## config.mk

```make
export PLATFORM = sky130hd
export DESIGN_NAME = iter_divider
export DESIGN_NICKNAME = d
export VERILOG_FILES = /design/src/rtl/div_pkg.sv /design/src/rtl/div_sub_step.sv /design/src/rtl/iter_divider.sv
export SDC_FILE = /design/constraint.sdc
export NUM_CORES = 1
export LEC_CHECK = 0
export CAP_MARGIN = 20
export CORE_MARGIN = 8
export CORE_UTILIZATION = 55
export DETAILED_ROUTE_END_ITERATION = 16
export PLACE_DENSITY = 0.78
export SLEW_MARGIN = 20
export SYNTH_ARGS = -nofsm -noshare
export SYNTH_HDL_FRONTEND = slang
export SYNTH_SLANG_ARGS = --single-unit
```

## constraint.sdc

```tcl
create_clock -name clk -period 25.4 [get_ports clk]
set_input_delay 5.08 -clock clk [delete_from_list [all_inputs] [get_ports clk]]
set_output_delay 5.08 -clock clk [all_outputs]
set_load 0.01 [all_outputs]
```

## src/rtl/div_pkg.sv

```systemverilog
// Shared encodings for the iterative RV32M divider: op codes, FSM states and counter sizing.
package div_pkg;

  localparam int DIV_XLEN  = 32;
  localparam int DIV_CNT_W = $clog2(DIV_XLEN);

  typedef enum logic [1:0] {
    DIV_OP_DIV  = 2'b00,
    DIV_OP_DIVU = 2'b01,
    DIV_OP_REM  = 2'b10,
    DIV_OP_REMU = 2'b11
  } div_op_e;

  typedef enum logic [1:0] {
    S_IDLE = 2'b00,
    S_CALC = 2'b01,
    S_FIX  = 2'b10,
    S_DONE = 2'b11
  } div_state_e;

  // Bit 0 of the op code clears for the signed variants, bit 1 selects the remainder.
  function automatic logic op_is_signed(input logic [1:0] op);
    return ~op[0];
  endfunction

  function automatic logic op_is_rem(input logic [1:0] op);
    return op[1];
  endfunction

endpackage

```

## src/rtl/div_sub_step.sv

```systemverilog
// Trial subtractor a + ~b + 1 for the divider step and for the final negation.
// ADD_ST picks the carry network: "BK" (Brent-Kung prefix) or "hybird" (4-bit lookahead blocks).
module div_sub_step #(
  parameter int    W      = 33,
  parameter string ADD_ST = "hybird"
) (
  input  logic [W-1:0] a,
  input  logic [W-1:0] b,
  output logic [W-1:0] diff,
  output logic         nonneg
);

  logic [W-1:0] g;
  logic [W-1:0] p;
  logic [W-1:0] co;

  assign g = a & ~b;
  assign p = a ^ ~b;

  generate
    if (ADD_ST == "BK") begin : cla_BK
      localparam int TOPD = 2 ** ($clog2(W) - 1);
      logic [W-1:0] gg;
      logic [W-1:0] pp;

      always_comb begin
        gg = g;
        pp = p;
        // Carry-in of 1 folds into the bit-0 generate term.
        gg[0] = g[0] | p[0];
        for (int d = 1; d < W; d = d * 2) begin
          for (int i = 2 * d - 1; i < W; i = i + 2 * d) begin
            gg[i] = gg[i] | (pp[i] & gg[i-d]);
            pp[i] = pp[i] & pp[i-d];
          end
        end
        for (int d = TOPD; d >= 1; d = d / 2) begin
          for (int i = 3 * d - 1; i < W; i = i + 2 * d) begin
            gg[i] = gg[i] | (pp[i] & gg[i-d]);
            pp[i] = pp[i] & pp[i-d];
          end
        end
        co = gg;
      end
    end else begin : cla_hybird
      always_comb begin
        logic cb;
        logic t;
        co = '0;
        cb = 1'b1;
        t  = 1'b1;
        // Carries inside each 4-bit block are expanded from the block carry-in; blocks chain.
        for (int base = 0; base < W; base = base + 4) begin
          for (int k = base; (k < base + 4) && (k < W); k++) begin
            t = cb;
            for (int j = base; j <= k; j++) begin
              t = g[j] | (p[j] & t);
            end
            co[k] = t;
          end
          cb = t;
        end
      end
    end
  endgenerate

  assign diff   = p ^ {co[W-2:0], 1'b1};
  assign nonneg = co[W-1];

endmodule

```

## src/rtl/iter_divider.sv

```systemverilog
// Iterative radix-2 restoring divider for DIV/DIVU/REM/REMU, one operation in flight.
// Optional build macro DIV_FASTPATH_EN: divide-by-zero, signed overflow and divisor 1 finish at accept.
module iter_divider
  import div_pkg::*;
#(
  parameter int    XLEN   = DIV_XLEN,
  parameter string ADD_ST = "hybird"
) (
  input  logic            clk,
  input  logic            rst,
  input  logic            flush,
  input  logic            in_valid,
  output logic            in_ready,
  input  logic [1:0]      in_op,
  input  logic [XLEN-1:0] in_rs1,
  input  logic [XLEN-1:0] in_rs2,
  output logic            out_valid,
  input  logic            out_ready,
  output logic [XLEN-1:0] out_result
);

  localparam int CNT_W = $clog2(XLEN);

  div_state_e      state;
  div_state_e      state_nx;
  logic [CNT_W-1:0] cnt;

  logic [XLEN-1:0] rem_q;
  logic [XLEN-1:0] quo_q;
  logic [XLEN-1:0] dvs_q;
  logic [1:0]      op_q;
  logic            sgn1_q;
  logic            sgn2_q;
  logic            dz_q;

  logic            accept;
  logic            fast;
  logic [XLEN-1:0] fast_res;
  logic            in_signed;
  logic            s1;
  logic            s2;

  logic [XLEN:0]   sub_a;
  logic [XLEN:0]   sub_b;
  logic [XLEN:0]   sub_d;
  logic            sub_nonneg;
  logic            sub_msb_unused;
  logic [XLEN-1:0] fix_sel;
  logic            fix_neg;

  function automatic logic [XLEN-1:0] abs_val(input logic [XLEN-1:0] x, input logic neg);
    return neg ? (~x + XLEN'(1)) : x;
  endfunction

  assign in_ready  = (state == S_IDLE);
  assign out_valid = (state == S_DONE);
  assign accept    = in_valid & in_ready & ~flush;
  assign in_signed = op_is_signed(in_op);
  assign s1        = in_signed & in_rs1[XLEN-1];
  assign s2        = in_signed & in_rs2[XLEN-1];

`ifdef DIV_FASTPATH_EN
  localparam logic [XLEN-1:0] SMIN = {1'b1, {(XLEN-1){1'b0}}};

  function automatic logic [XLEN-1:0] fast_result(input logic [1:0] op,
                                                   input logic [XLEN-1:0] a,
                                                   input logic [XLEN-1:0] b);
    if (b == '0)
      return op_is_rem(op) ? a : '1;
    else if (op_is_signed(op) && (a == SMIN) && (b == '1))
      return op_is_rem(op) ? '0 : SMIN;
    else
      return op_is_rem(op) ? '0 : a;
  endfunction

  assign fast     = (in_rs2 == '0) | (in_rs2 == XLEN'(1)) |
                    (in_signed & (in_rs1 == SMIN) & (in_rs2 == '1));
  assign fast_res = fast_result(in_op, in_rs1, in_rs2);
`else
  assign fast     = 1'b0;
  assign fast_res = '0;
`endif

  always_comb begin
    state_nx = state;
    case (state)
      S_IDLE:  if (in_valid) state_nx = fast ? S_DONE : S_CALC;
      S_CALC:  if (cnt == '0) state_nx = S_FIX;
      S_FIX:   state_nx = S_DONE;
      S_DONE:  if (out_ready) state_nx = S_IDLE;
      default: state_nx = S_IDLE;
    endcase
    if (flush) state_nx = S_IDLE;
  end

  // One subtractor serves both the per-step trial and the 0 - x sign fix.
  always_comb begin
    fix_sel = op_is_rem(op_q) ? rem_q : quo_q;
    case (op_q)
      DIV_OP_DIV: fix_neg = (sgn1_q ^ sgn2_q) & ~dz_q;
      DIV_OP_REM: fix_neg = sgn1_q;
      default:    fix_neg = 1'b0;
    endcase
    if (state == S_CALC) begin
      sub_a = {rem_q, quo_q[XLEN-1]};
      sub_b = {1'b0, dvs_q};
    end else begin
      sub_a = '0;
      sub_b = {1'b0, fix_sel};
    end
  end

  div_sub_step #(
    .W      (XLEN + 1),
    .ADD_ST (ADD_ST)
  ) u_step (
    .a      (sub_a),
    .b      (sub_b),
    .diff   (sub_d),
    .nonneg (sub_nonneg)
  );

  assign sub_msb_unused = sub_d[XLEN];

  // Control: state, iteration counter and the registered result.
  always_ff @(posedge clk) begin
    if (rst) begin
      state      <= S_IDLE;
      cnt        <= '0;
      out_result <= '0;
    end else begin
      state <= state_nx;
      if (accept) begin
        cnt <= CNT_W'(XLEN - 1);
        if (fast) out_result <= fast_res;
      end else if ((state == S_CALC) && (cnt != '0)) begin
        cnt <= cnt - CNT_W'(1);
      end
      if (state == S_FIX) out_result <= fix_neg ? sub_d[XLEN-1:0] : fix_sel;
    end
  end

  // Datapath: operands latched as magnitudes; a divisor of zero leaves an all-ones quotient.
  always_ff @(posedge clk) begin
    if (accept) begin
      op_q   <= in_op;
      sgn1_q <= s1;
      sgn2_q <= s2;
      dz_q   <= (in_rs2 == '0);
      dvs_q  <= abs_val(in_rs2, s2);
      quo_q  <= abs_val(in_rs1, s1);
      rem_q  <= '0;
    end else if (state == S_CALC) begin
      quo_q <= {quo_q[XLEN-2:0], sub_nonneg};
      rem_q <= sub_nonneg ? sub_d[XLEN-1:0] : sub_a[XLEN-1:0];
    end
  end

endmodule

```

Figure 1. PDN straps and rails (run 1).
Bar = 50 um. Pins as bars on the die edge. Tap cells in gray.
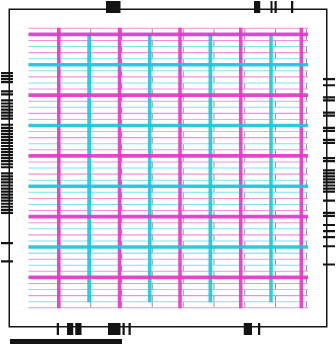
Magenta shows VSS. Cyan shows VDD.
216 tap cells. 47 met1 rails follow the rows. The core has 46 rows. 9 straps on met5. 105 signal pins sit on the boundary.

Figure 2. Placed cells, one color a class (run 1).
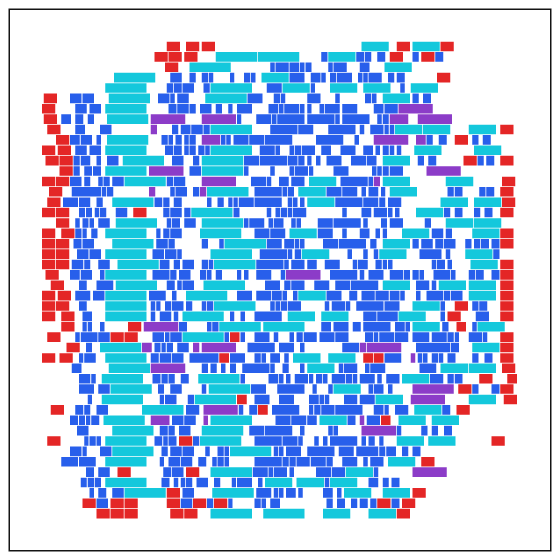
Purple shows clock drivers and dummy loads, cells 32, share of their area 5.5%. Cyan shows sequential cells, cells 140, share of their area 35%. Blue shows remaining logic cells, cells 693, share of their area 49%. Red shows remaining buffers and delay cells, cells 113, share of their area 11%.

==> summary.txt, run 1 <==
run metrics: met3 Use GR=0.04839, Met2 Wirelength=8683 um, drt pass-1 iters=7, adder share=0.08613, dominant logic cell types in the final layout=nand2_1, clkdlybuf4s50_1, dfxtp_1, All-Layer GR Usage=0.2067, yosys stat chip area=8658 sq um, count of tool warnings=31, yosys simple share=0.1522, maxcap violations=0, status=finished clean, antenna violations before repair=0, Seq/total area=0.3367, root buf cell=clkbuf_16, first-pass GRT wire length=32,640 um, Tapcell Cnt=216, worst setup path start=state[1]$_SDFFE_PP0P_, Post-CTS Setup Repair Bufs=0, Hold Crit Depth=2, post-route cell area=10,380 sq um, FP Rows=46, ys cells=891, DRC Markers=0, DR iter-0 viols=563, Clock transition at path regs=0.06 ns, final worst path period need=14.29 ns, sequential cell area=3493 sq um, distinct lib cells=52, worst hold path type=reg2reg, Setup WS post-layout=11.11 ns, clk latency late pin=0.42 ns, Syn Area/Cell=9.718 sq um, seq_cells=140, Setup TNS=0 ns, combinational share of cell area=0.4695, Placed Cells=1,162, CTS tree=done, Mapped Area=8658 sq um, clk cell area share=0.05330, worst vdd ir=0.05072 mV, CP bufs+invs=6, Hold EP=out_result[17]$_SDFFE_PP0P_, YS warnings=0, Final non-clock buffer share=0.1068, xor+xnor area frac=0.06272, Num CTS Buffers=17, share of layout cells above drive strength 1=0.1217, detailed-route via count=6,691, Cell Count, Final, Fillers Out=1,194, max incr delay on CP=0.42 ns, pre-CTS WS=11.30 ns, CP most frequent cell=fa_1, Sink Count=140, Leading cell kind=multi-input combinational cells, Die Wd=141.5 um, Routed WL=20,290 um, register area share after synthesis=0.4035, crit path capture type=register, mux share=0.1306, Clock Skew=0.008200 ns, Slew HR=0.4308, post-layout util=0.6627, worst-margin pin slew=0.8538 ns, Leak=3.572 nW, critical path depth=45, Logic area=4871 sq um, reg-to-reg critical path endpoint=rem_q[13]$_SDFFE_PP0N_, CTS H-tree depth=4, Layout area overhead=19.83%, CP Launch Type=register, comb_multi_in=672, Placeable Area=15,660 sq um, number of clock-tree buffers in the layout=24, final hold vios=0, post-DR vias/cell=5.604, PD cells=58.84 nW/um^2, Fill cells=1,275, CP delay by family, top=adder cells, Overall Power=0.0006104 W, antenna-violating nets left=0, top sig layer=met4, Commonest Layout Cell=nand2_1, port bufs=104, Final HPWL DP=15,100 um, instance count of the mapped netlist=891, placer congestion estimate=0.8670, Setup Viol. Count Final=0, metal3 WL=1435 um, post-layout period usage=0.5627, largest net degree at the start of global routing=69, FP Core Util=0.5531, inverters=21, EDFF count, synth=69, asr flop ratio synth=0, GR Util met2=0.3047, r2r startpoint=state[1]$_SDFFE_PP0P_, f_max=0.06997 GHz, RSZ-0062 raised after global routing=no, die height=141.5 um, Max Root-Sink Buffers=2, critical path arrival=14.58 ns, busiest grt layer=met2, Signal buffers=113, Top Ports=105, Crit-path slowest cell=buf_4, grt ovf=0, flop2flop setup slack=11.11 ns, number of global-route vias before repair=6,424, # hold bufs at CTS=0, die area=20,010 sq um, crit path kind=reg2reg, worst-case reg-to-reg path depth=45, Floorplan Nets=1,003, comb area leader=simple AND/OR/NAND/NOR gates, Max Slew Vio Count=0, Critical Path Sink=rem_q[13]$_SDFFE_PP0N_, wire per inst=16.99 um, top_reg_cell synth=dfxtp_1, worst endpoint required time=25.69 ns, Hold WS=0.4632 ns, Complex Gates by Area=0.1279, GR Util met1=0.2909
Figure 3. Clock network drawn from the DEF (run 1).
Bar = 50 um.
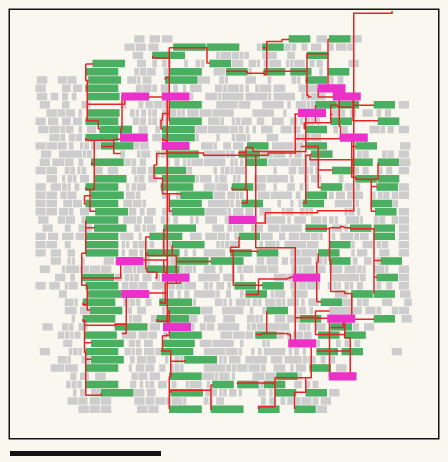
Green shows flip-flops, count 140. Red shows clock wires, length 1,650 um. Magenta shows clock-net drivers, count 17.
Position of the flops: widely spread. There are 18 routed clock nets.

run 1: state kept, by name, summed over array words and instances (netlist names):
register and count:
cnt 5, dvs_q 32, dz_q 1, op_q 2
out_result 32, quo_q 32, rem_q 32, sgn1_q 1
sgn2_q 1, state 2
run 1: cells in the mapped netlist (all sizes together), types with 4 or more instances:
master / number / area (sq um)
nand2: 127 / 476.7
buf: 10 / 61.30
a41oi: 5 / 43.79
inv: 20 / 75.07
o31ai: 8 / 70.06
a211oi: 4 / 30.03
nor4: 12 / 96.34
o21ai: 71 / 355.3
fa: 31 / 620.6
mux2i: 41 / 410.4
or4: 4 / 37.53
o211ai: 28 / 210.2
dfxtp: 71 / 1421
o41ai: 7 / 68.82
xnor2: 36 / 315.3
ha: 10 / 125.1
and2: 6 / 37.54
clkbuf: 48 / 180.2
xor2: 26 / 227.7
nor3: 11 / 55.05
nand3: 5 / 25.02
or3: 5 / 31.28
mux2: 64 / 720.7
nand4: 4 / 25.02
nand2b: 32 / 200.2
a31oi: 6 / 52.55
edfxtp: 69 / 2072
a21oi: 53 / 265.3
nor2: 65 / 251.5
run 1: power by group:
part           leakage, nW  internal [W]  switching (W)  total [W]
sequential            1.23      0.000256      0.0000116   0.000268
clock                0.277      0.000142      0.0000883   0.000231
combinational         2.07     0.0000525      0.0000596   0.000112
total                 3.57      0.000451       0.000160   0.000610
run 1: kinds of logic after synthesis:
| group | after synthesis |
|---|---|
| adder cells (fa/ha/maj) | 41 |
| AND-OR/OR-AND | 183 |
| multiplexers | 105 |
| XOR/XNOR | 62 |
| AND/OR/NAND/NOR | 281 |
| buffers and inverters | 79 |
| flip-flops | 140 |
run 1: worst min-delay path, delay by kind of cell (launching register included):
kind	cells	cell delay (ns)
flip-flops	1	0.30
AND-OR/OR-AND	1	0.05
AND/OR/NAND/NOR	1	0.06
Figure 4. Metal layers overlaid (run 1).
Bar = 50 um. Only two layers are drawn.
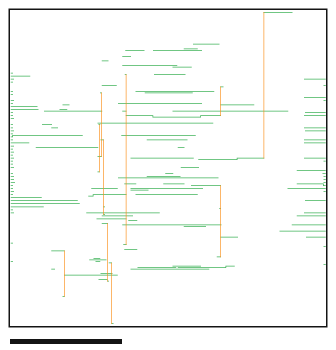

==> inputs of run 2 (changes only) <==
--- a/config.mk
+++ b/config.mk
@@ -7,9 +7,9 @@
 export LEC_CHECK = 0
 export CAP_MARGIN = 20
 export CORE_MARGIN = 8
-export CORE_UTILIZATION = 55
+export CORE_UTILIZATION = 51
 export DETAILED_ROUTE_END_ITERATION = 16
-export PLACE_DENSITY = 0.78
+export PLACE_DENSITY = 0.76
 export SLEW_MARGIN = 20
 export SYNTH_ARGS = -nofsm -noshare
 export SYNTH_HDL_FRONTEND = slang
==> constraint.sdc (replaced) <==
create_clock -name clk -period 12 [get_ports clk]
set_input_delay 2.4 -clock clk [delete_from_list [all_inputs] [get_ports clk]]
set_output_delay 2.4 -clock clk [all_outputs]
set_load 0.01 [all_outputs]
Figure 5. Metal layers overlaid (run 2).
Bar = 50 um. Only two layers are drawn.
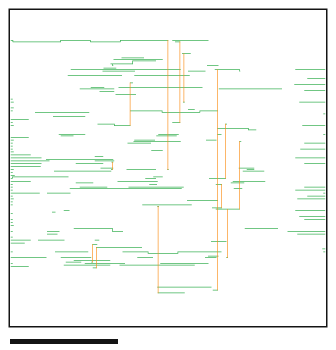
Orange shows M4, wire length 392 um. Green shows M3, wire length 1,730 um.

==> summary.txt, run 2 <==
run metrics: share of the synthesized area in the top cell type=0.2393, power in the clock group=0.000580 W, placer congestion estimate=0.8319, top_reg_cell synth=dfxtp_1, post-synth top area cell=edfxtp_1, number of global-route vias before repair=6,875, dominant logic cell types in the final layout=nand2_1, clkdlybuf4s50_1, dfxtp_1, Yosys reg bits=140, Setup WS post-layout=-0.4617 ns, clock network power share=0.407, reg-to-reg critical path endpoint=rem_q[8]$_SDFFE_PP0N_, final worst path period need=12.46 ns, Placeable Area=16,580 sq um, Cell Count, Final, Fillers Out=1,228, Int Power=0.001046 W, top sig layer=met4, GR Util met1=0.2882, max incr delay on CP=0.44 ns, # hold bufs at CTS=0, Mapped Area=8658 sq um, detailed-route via count=7,006, pre-CTS WS=-0.2923 ns, critical path peak fanout=6, CTS H-tree depth=4, status=finished, violations left, crit path kind=reg2reg, Top cells by area=edfxtp_1, dfxtp_1, mux2_2, register area share after synthesis=0.4035, worst hold path type=reg2reg, post-route cell area=11,000 sq um, worst-margin pin slew=0.8381 ns, switching portion of total power=0.2667, Top Ports=105, Syn Area/Cell=9.718 sq um, wire per inst=18.47 um, Leak=3.830 nW, final hold vios=0, YS warnings=0, P_sw=0.0003803 W, FP Rows=47, DR iter-0 viols=494, share of layout cells above drive strength 1=0.2133, Reg power frac=0.398, worst-case reg-to-reg path depth=43, Placed Cells=1,189, seq pwr=0.000568 W, Comb power=0.000279 W, Final HPWL DP=16,080 um, metal3 WL=1733 um, busiest grt layer=met2, port bufs=104, post-layout period usage=1.038, Setup Viol. Count Final=34, first-pass GRT wire length=36,250 um, clk latency late pin=0.43 ns, Crit-path slowest cell=edfxtp_1, f_max=0.08025 GHz, maxcap violations=0, critical path arrival=12.81 ns, asr flop ratio synth=0, die height=146.3 um, CP Launch Type=register, crit path capture type=register, RSZ-0062 raised after global routing=yes, Max Root-Sink Buffers=2, Num CTS Buffers=17, GR Util met2=0.3197, yosys stat chip area=8658 sq um, EDFF count, synth=69, Hold EP=out_result[10]$_SDFFE_PP0P_, Sink Count=140, Layout Nets=1,107, Slew HR=0.4413, instance count of the mapped netlist=891, Clock transition at path regs=0.06 ns, Floorplan Nets=1,003, antenna-violating nets left=0, post-DR vias/cell=5.705, worst vdd ir=0.1169 mV, Commonest Layout Cell=nand2_1, Overall Power=0.001426 W, FP Core Util=0.5221, Clock Skew=0.009054 ns, Combinational Power Share=0.195, distinct lib cells=52, Routed WL=22,690 um, Antenna Cells=0, Hold WS=0.4646 ns, Hold Path Origin=out_result[10]$_SDFFE_PP0P_, Metal-1 WL=10,260 um, root buf cell=clkbuf_16, Setup TNS=-12.74 ns, most frequent cells after synthesis=nand2_1, dfxtp_1, edfxtp_1, nor2_1, mux2_2, r2r startpoint=op_q[1]$_DFFE_PP_, grt ovf=0, CTS tree=done, PD cells=129.7 nW/um^2, met3 Use GR=0.05161, die area=21,400 sq um, All-Layer GR Usage=0.2094, Die Wd=146.3 um, count leader, synth=nand2_1, ys cells=891, Max Slew Vio Count=0, Met2 Wirelength=10,300 um, antenna violations before repair=0, post-layout util=0.6630, Hold Crit Depth=2, largest net degree at the start of global routing=69, DP Area=10,090 sq um, flop2flop setup slack=-0.46 ns, drt pass-1 iters=5, Top pwr grp=clock, DRC Markers=0, worst endpoint required time=12.35 ns, CP most frequent cell=fa_2, violated checks=setup timing, count of tool warnings=34, Layout area overhead=26.99%
-- run 2: cell counts after synthesis --
No cell type changed its count.
-- run 2: layout make-up --
class | count | area (sq um)
fillers | 1332 | 5588
multi-input cells | 672 | 5042
flip-flops and latches | 140 | 3495
repair buffers | 143 | 1440
clock buffers | 22 | 550.5
well taps | 220 | 275.3
clock inverters | 10 | 113.9
inverters | 21 | 78.83
-- run 2: worst max path at each step --
stage / start / to / cells after the start / slack (ns)
after floorplan: op_q[1]$_DFFE_PP_ / out_result[31]$_SDFFE_PP0P_ / 42 / -0.19
after global placement: op_q[1]$_DFFE_PP_ / out_result[31]$_SDFFE_PP0P_ / 40 / -0.19
after detailed placement: op_q[1]$_DFFE_PP_ / out_result[31]$_SDFFE_PP0P_ / 40 / -0.29
after CTS: op_q[1]$_DFFE_PP_ / out_result[31]$_SDFFE_PP0P_ / 40 / -0.33
after global routing: op_q[1]$_DFFE_PP_ / rem_q[4]$_SDFFE_PP0N_ / 43 / -0.76
final: op_q[1]$_DFFE_PP_ / rem_q[8]$_SDFFE_PP0N_ / 43 / -0.46
-- run 2: cell families after synthesis --
kind of cell / count (synthesis) / share of synthesized area
mux: 105 / 0.1306
fa+ha+maj: 41 / 0.08613
compound gates: 183 / 0.1279
xor+xnor: 62 / 0.06272
flops: 140 / 0.4035
simple gates: 281 / 0.1522
buf+inv: 79 / 0.03699
-- run 2: what timing repair did --
action	CTS	global route
endpoints found under the setup margin	34	35
resized	4	47
gates cloned	3	0
pin swaps	0	23
buffers inserted	1	3
-- run 2: worst max-delay path, delay by kind of cell (launching register included) --
kind,cells,cell delay [ns]
simple gates,1,0.13
fa+ha+maj,32,10.39
buf+inv,5,0.50
mux,3,0.71
flops,1,0.44
compound gates,2,0.22
==> inputs of run 3 (changes only) <==
--- a/config.mk
+++ b/config.mk
@@ -5,10 +5,12 @@
 export SDC_FILE = /design/constraint.sdc
 export NUM_CORES = 1
 export LEC_CHECK = 0
-export CAP_MARGIN = 20
+export CAP_MARGIN = 15
 export CORE_MARGIN = 8
 export CORE_UTILIZATION = 51
+export CTS_CLUSTER_SIZE = 25
 export DETAILED_ROUTE_END_ITERATION = 16
+export HOLD_SLACK_MARGIN = 0.06
 export PLACE_DENSITY = 0.76
 export SLEW_MARGIN = 20
 export SYNTH_ARGS = -nofsm -noshare
Figure 6. Clock network drawn from the DEF (run 3).
Bar = 50 um.
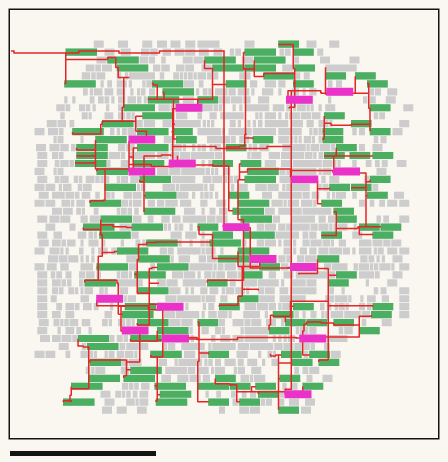
Magenta shows clock-net drivers, count 17. Green shows flip-flops, count 140. Red shows clock wires, length 1,800 um.
There are 18 routed clock nets.

==> summary.txt, run 3 <==
run metrics: crit path kind=reg2reg, Setup WS post-layout=-0.4617 ns, Layout Nets=1,107, CTS tree=done, placer congestion estimate=0.8319, max incr delay on CP=0.44 ns, number of global-route vias before repair=6,875, Crit-path slowest cell=edfxtp_1, count leader, synth=nand2_1, detailed-route via count=7,006, crit path capture type=register, adder share=0.08613, post-synth top area cell=edfxtp_1, Die Wd=146.3 um, xor+xnor area frac=0.06272, instance count of the mapped netlist=891, # hold bufs at CTS=0, Mapped Area=8658 sq um, Top cells by area=edfxtp_1, dfxtp_1, mux2_2, PostCTS Resize Cnt=4, Slew HR=0.4413, count of tool warnings=34, grt ovf=0, Antenna Cells=0, FP Core Util=0.5221, final hold vios=0, share of the synthesized area in the top cell type=0.2393, Max Root-Sink Buffers=2, EDFF count, synth=69, distinct lib cells=52, violated checks=setup timing, top_reg_cell synth=dfxtp_1, yosys simple share=0.1522, Num CTS Buffers=17, Clock transition at path regs=0.06 ns, CP bufs+invs=5, Logic area=5042 sq um, most frequent cells after synthesis=nand2_1, dfxtp_1, edfxtp_1, nor2_1, mux2_2, Floorplan Nets=1,003, Hold WS=0.4646 ns, CP most frequent cell=fa_2, port bufs=104, worst endpoint required time=12.35 ns, Complex Gates by Area=0.1279, status=finished, violations left, post-route cell area=11,000 sq um, Placed Cells=1,189, YS warnings=0, maxcap violations=0, sequential cell area=3495 sq um, die area=21,400 sq um, clk latency late pin=0.43 ns, post-layout util=0.6630, DRC Markers=0, PD cells=129.7 nW/um^2, Clock Skew=0.009054 ns, Post-CTS Setup Repair Bufs=1, Layout area overhead=26.99%, antenna-violating nets left=0, Top Ports=105, worst hold path type=reg2reg, ys cells=891, Final HPWL DP=16,080 um, Commonest Layout Cell=nand2_1, Yosys reg bits=140, yosys stat chip area=8658 sq um, RSZ-0062 raised after global routing=yes, share of layout cells above drive strength 1=0.2133, root buf cell=clkbuf_16, Syn Area/Cell=9.718 sq um, antenna violations before repair=0, f_max=0.08025 GHz, metal3 WL=1733 um, Met2 Wirelength=10,300 um, worst vdd ir=0.1169 mV, Max Slew Vio Count=0, dominant logic cell types in the final layout=nand2_1, clkdlybuf4s50_1, dfxtp_1, CP Launch Type=register, Setup Viol. Count Final=34, Metal-1 WL=10,260 um, top sig layer=met4, CP delay by family, top=adder cells, post-DR vias/cell=5.705
## run 3: cell counts in the layout (fill, tap and decap cells not counted)
No cell type changed its count.
## run 3: cell type report
type / instances / share of cell area
multi-input combinational: 672 / 0.4586
sequential: 140 / 0.3178
tap: 220 / 0.02503
timing repair buffer: 143 / 0.1310
inverter: 21 / 0.007169
clock buffer: 22 / 0.05007
clock inverter: 10 / 0.01036
## run 3: worst paths after layout
kind | start | to | slack (ns) | cells after the start
hold / removal | out_result[10]$_SDFFE_PP0P_ | out_result[10]$_SDFFE_PP0P_ | 0.46 | 2
hold reg to reg | out_result[10]$_SDFFE_PP0P_ | out_result[10]$_SDFFE_PP0P_ | 0.46 | 2
setup reg to reg | op_q[1]$_DFFE_PP_ | rem_q[8]$_SDFFE_PP0N_ | -0.46 | 43
setup / recovery | op_q[1]$_DFFE_PP_ | rem_q[8]$_SDFFE_PP0N_ | -0.46 | 43
## run 3: report_power, final
part / leakage, nW / internal, W / switching [W]
sequential: 1.23 / 0.000542 / 0.0000258
combinational: 2.27 / 0.000135 / 0.000144
clock: 0.333 / 0.000369 / 0.000211
total: 3.83 / 0.00105 / 0.000380
## run 3: stage by stage
stage | setup TNS (ns) | worst slack, ns | total power (W)
2_1_floorplan | -0.8176 | -0.1853 | 0.0007417
3_3_place_gp | -2.288 | -0.1856 | 0.0008230
3_5_place_dp | -6.030 | -0.2923 | 0.0008294
4_1_cts | -8.973 | -0.3321 | 0.001413
5_1_grt | -22.54 | -0.7551 | 0.001484
6_report | -12.74 | -0.4617 | 0.001426
## run 3: layer usage
metal  track usage  up-vias
met2        0.3197      261
met5             0        -
met1        0.2882     3368
li1              -     3345
met4       0.06028        0
met3       0.05161       32

## Gallery

Clock routing.
Plate I
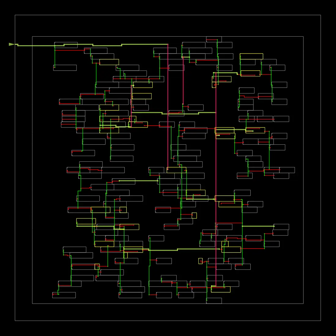
Plate II
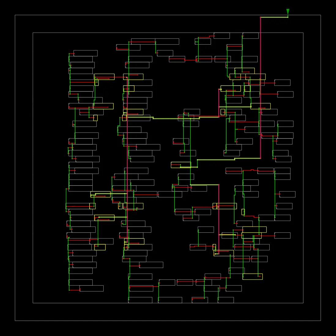
For run 2, see Plate I.
For run 1, see Plate II.

Power figures rest on the tool's default switching activity, not on a simulated workload.
